===== src/rtl/line_bus_bridge.sv =====
// rtl/line_bus_bridge.sv - moves one cache line to/from a word bus as a burst of word beats
// Reads overlap issue and return; the assembled line is presented with a single-cycle ack.
module line_bus_bridge #(
  parameter int addr_width = 32,
  parameter int line_width = 256,
  parameter int word_width = 32,
  parameter int beats      = 8
) (
  input  logic                  clk,
  input  logic                  rst,
  input  logic [addr_width-1:0] line_addr,
  input  logic                  line_cs,
  input  logic                  line_we,
  input  logic [line_width-1:0] line_data_i,
  output logic                  line_ack,
  output logic [line_width-1:0] line_data_o,
  output logic                  bus_req,
  output logic                  bus_we,
  output logic [addr_width-1:0] bus_addr,
  output logic [word_width-1:0] bus_wdata,
  input  logic                  bus_gnt,
  input  logic                  bus_rvalid,
  input  logic [word_width-1:0] bus_rdata
);

  localparam int idx_w = $clog2(beats);
  localparam int cnt_w = idx_w + 1;
  localparam int boff  = $clog2(line_width / 8);
  localparam int woff  = $clog2(word_width / 8);
  localparam logic [cnt_w-1:0] last_cnt = cnt_w'(beats - 1);
  localparam logic [cnt_w-1:0] full_cnt = cnt_w'(beats);

  typedef enum logic [2:0] {S_IDLE, S_WRITE, S_READ, S_ACK, S_DONE} state_t;

  state_t                state;
  logic [addr_width-1:0] base;
  logic [line_width-1:0] wbuf;
  logic [line_width-1:0] rbuf;
  logic [line_width-1:0] rbuf_next;
  logic [cnt_w-1:0]      issue_cnt;
  logic [cnt_w-1:0]      recv_cnt;
  logic [cnt_w-1:0]      issue_inc;
  logic [cnt_w-1:0]      recv_inc;
  logic                  accept;
  logic                  take;

  function automatic logic [addr_width-1:0] line_base(input logic [addr_width-1:0] a);
    return {a[addr_width-1:boff], {boff{1'b0}}};
  endfunction

  function automatic logic [addr_width-1:0] beat_addr(input logic [addr_width-1:0] b,
                                                      input logic [cnt_w-1:0] cnt);
    return {b[addr_width-1:boff], cnt[idx_w-1:0], {woff{1'b0}}};
  endfunction

  assign accept    = bus_req & bus_gnt;
  assign take      = (state == S_READ) & bus_rvalid & (recv_cnt < full_cnt);
  assign issue_inc = issue_cnt + 1'b1;
  assign recv_inc  = recv_cnt + 1'b1;

  // Folds the returning word in so the final beat lands in line_data_o on the same edge.
  always_comb begin
    rbuf_next = rbuf;
    if (take) rbuf_next[int'(recv_cnt[idx_w-1:0]) * word_width +: word_width] = bus_rdata;
  end

  always_ff @(posedge clk or negedge rst) begin
    if (!rst) begin
      state       <= S_IDLE;
      line_ack    <= 1'b0;
      line_data_o <= '0;
      bus_req     <= 1'b0;
      bus_we      <= 1'b0;
      bus_addr    <= '0;
      bus_wdata   <= '0;
      issue_cnt   <= '0;
      recv_cnt    <= '0;
      base        <= '0;
      wbuf        <= '0;
      rbuf        <= '0;
    end else begin
      case (state)
        S_IDLE: begin
          if (line_cs) begin
            base      <= line_base(line_addr);
            wbuf      <= line_data_i;
            issue_cnt <= '0;
            recv_cnt  <= '0;
            bus_req   <= 1'b1;
            bus_we    <= line_we;
            bus_addr  <= beat_addr(line_base(line_addr), '0);
            bus_wdata <= line_we ? line_data_i[word_width-1:0] : '0;
            state     <= line_we ? S_WRITE : S_READ;
          end
        end
        S_WRITE: begin
          if (accept) begin
            issue_cnt <= issue_inc;
            if (issue_cnt == last_cnt) begin
              bus_req  <= 1'b0;
              bus_we   <= 1'b0;
              line_ack <= 1'b1;
              state    <= S_ACK;
            end else begin
              bus_addr  <= beat_addr(base, issue_inc);
              bus_wdata <= wbuf[int'(issue_inc[idx_w-1:0]) * word_width +: word_width];
            end
          end
        end
        S_READ: begin
          if (accept) begin
            issue_cnt <= issue_inc;
            if (issue_cnt == last_cnt) bus_req <= 1'b0;
            else bus_addr <= beat_addr(base, issue_inc);
          end
          if (take) begin
            rbuf     <= rbuf_next;
            recv_cnt <= recv_inc;
            if (recv_cnt == last_cnt) begin
              line_data_o <= rbuf_next;
              line_ack    <= 1'b1;
              bus_req     <= 1'b0;
              state       <= S_ACK;
            end
          end
        end
        S_ACK: begin
          line_ack <= 1'b0;
          state    <= S_DONE;
        end
        S_DONE:  state <= S_IDLE;
        default: state <= S_IDLE;
      endcase
    end
  end

endmodule


===== config.mk =====
export PLATFORM = sky130hd
export DESIGN_NAME = line_bus_bridge
export DESIGN_NICKNAME = d
export VERILOG_FILES = /design/src/rtl/line_bus_bridge.sv
export SDC_FILE = /design/constraint.sdc
export NUM_CORES = 2
export LEC_CHECK = 0
export CORE_MARGIN = 2
export CORE_UTILIZATION = 50
export CTS_BUF_LIST = sky130_fd_sc_hd__clkbuf_2
export DETAILED_ROUTE_END_ITERATION = 10
export HOLD_SLACK_MARGIN = 0.03
export PLACE_DENSITY = 0.76
export SLEW_MARGIN = 10
export SYNTH_ARGS = -nofsm -noshare
export SYNTH_HDL_FRONTEND = slang
export SYNTH_SLANG_ARGS = --single-unit

===== constraint.sdc =====
create_clock -name clk -period 8.6 [get_ports clk]
set_input_delay 1.29 -clock clk [delete_from_list [all_inputs] [get_ports clk]]
set_output_delay 1.29 -clock clk [all_outputs]
set_load 0.01 [all_outputs]

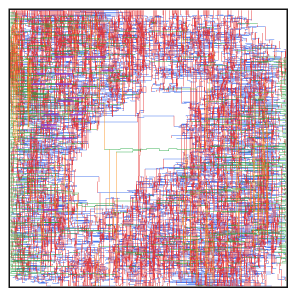
Fig. 1. Signal wires by layer.
(1 px per um)
[metal 1] blue | wire length: 45.8 mm
[metal 4] orange | wire length: 4500 um
[metal 3] green | wire length: 10200 um
[metal 5] purple | wire length: 221 um
[metal 2] red | wire length: 51.9 mm
final WL: 113 mm
drt wl/cell: 20.0 um
via count: 30200
gr usage total: 29.4%

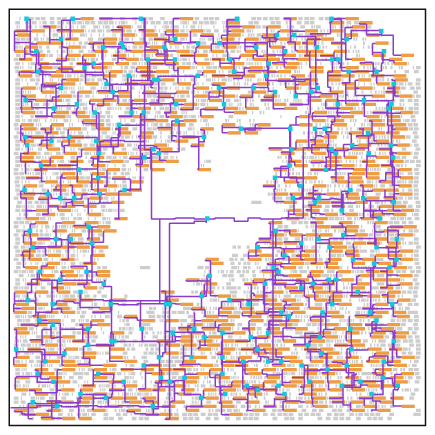
Fig. 2. Clock wires, drivers and flops.
(1.5 px per um)
[clock wires] purple | length: 11400 um
[clock drivers] cyan | count: 214
[flip-flops] orange | count: 871
flops lie: spread over the die
routed clock nets: 215
Worst Skew: 0.157 ns
Clk power: 0.00265 W
clk_lat worst skew: 1.41 ns

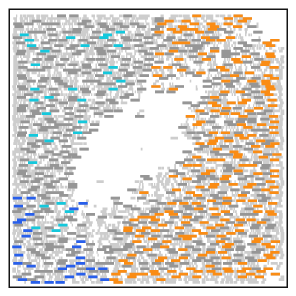
Fig. 3. Where the registers sit.
(1 px per um)
[`bus_wdata`] cyan | flops: 32
[`line_data_o`] orange | flops: 256
[`bus_addr`] blue | flops: 30 | where: bottom left
not coloured: 553
Flop area: 21800 um^2
Final Util: 62.7%
flop share of the area: 47.5%
sequential power: 0.00564 W

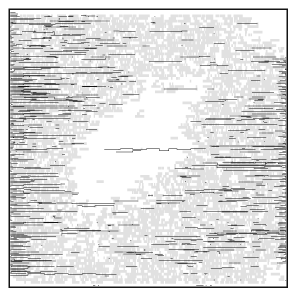
Fig. 4. Signal wires on met3.
(1 px per um)
share of all routed wire: 9.0%
wire length on this layer: 10200 um
main direction: horizontal
grt met3 use: 9.77%

==> worst min-delay path, delay by kind of cell <==
| family | cells | cell delay, ns |
|---|---|---|
| buf+inv | 1 | 0.39 |
| simple gates | 2 | 0.10 |
==> logic make-up (layout without fill, tap and decap cells) <==
group                      Yosys count  in the layout
AOI/OAI and AO/OA                  791            791
xor gates and xnor gates             4              4
adders and majority gates            5              5
buffers and inverters              283           1042
DFF                                871            871
muxes                              314            314
other                                1             19
and+or+nand+nor                   1622           1622
==> stage by stage <==
stage | power (W) | area [um^2] | cells | setup slack (ns) | utilization (%)
after floorplan | 0.00848 | 37100 | 3892 | 5.65 | -
after global placement | 0.00987 | 44000 | 5255 | 4.01 | 60.1
after detailed placement | 0.0100 | 44000 | 5255 | 3.94 | 60.1
after CTS | 0.0127 | 45800 | 5610 | 4.57 | 62.6
after global routing | 0.0135 | 45900 | 5626 | 4.61 | 62.7
final | 0.0126 | 45900 | 5627 | 4.80 | 62.7
==> state kept, by name, indices dropped and copies added, names as in the netlist <==
signal / flops
base: 27
bus_addr: 30
bus_req: 1
bus_wdata: 32
bus_we: 1
issue_cnt: 4
line_ack: 1
line_data_o: 256
rbuf: 256
recv_cnt: 4
state: 3
wbuf: 256
==> report_power, final <==
part | total, W | switching [W] | internal (W)
logic | 0.00431 | 0.00246 | 0.00185
clock network | 0.00265 | 0.00167 | 0.000979
registers | 0.00564 | 0.000576 | 0.00507
==> routing by layer <==
| metal | up-vias | part of all wire [%] | track usage [%] |
|---|---|---|---|
| li1 | 14300 | - | - |
| met1 | 14500 | 41 | 37.7 |
| met2 | 1173 | 46 | 44.9 |
| met3 | 237 | 9.0 | 9.77 |
| met4 | 32 | 4.0 | 14.6 |
| met5 | - | 0.20 | 0 |
==> impl_metrics.py <==
# Synthesis and PnR figures
metrics = {
    "outcome": {
        "outcome": "complete, no violations",
    },
    "setup_path": {
        "startpoint": "bus_req",
        "cp_cell_sequence": "clkdlybuf4s50_1",
        "cp_top_family": "buffers and inverters",
        "cpMaxStageDelayCell": "clkdlybuf4s50_1",
        "crit_type": "flop to output port",
        "end_kind": "output port",
        "regToRegStartpoint": "state[1]",
        "path_buffers": 1,
        "timing.rr.end": "wbuf[72]",
    },
    "finish": {
        "nMultiInputCombCells": 2738,
        "nNonClkInverters": 9,
        "syn_to_final_growth_pct": 23.6,
        "layout.cells.most_common": "nand2_1",
        "nFillCells": 6122,
        "comb_share_pct": 31.0,
        "largest_cell_class": "registers",
    },
    "synthesis": {
        "async_reset_ff_share_pct": 100,
        "muxShareOfSynthArea_pct": 9.39,
        "dominantRegCellSynth": "dfrtp_1",
        "syn_area_um2": 37100,
        "ys_sh_simple_pct": 16.8,
        "postSynthSeqShare_pct": 58.7,
        "aoi_share_pct": 11.6,
        "yosys_area_um2": 37100,
        "synth_top_area_share_pct": 58.7,
        "yosys.area.top_type": "dfrtp_1",
        "yosys_warnings": 0,
    },
    "timing": {
        "setup_tns_ns": 0,
        "worst_pin_slew_ns": 1.18,
        "final_max_slew_viol_count": 0,
        "max_freq_mhz": 263,
        "hold_slack_ns": 0.401,
    },
    "placement": {
        "portBuffers": 641,
        "place_congestion": 0.938,
    },
    "route": {
        "drc": 0,
        "dr.pass1.iters": 5,
        "drt-initial-drc-count": 2529,
        "antenna_left": 0,
    },
    "min_path": {
        "whs_endpoint": "wbuf[236]",
        "hold_depth": 3,
    },
    "pwr": {
        "p_per_area_nw_per_um2": 275,
    },
    "floorplan": {
        "tap_cells": 959,
        "dieHeight_um": 276,
    },
    "clock_tree": {
        "cts-root-buf": "clkbuf_2",
        "htree_levels": 4,
        "numCtsBuffers": 214,
        "hold_buffers": 1,
    },
}
Power and IR drop assume default switching activity.
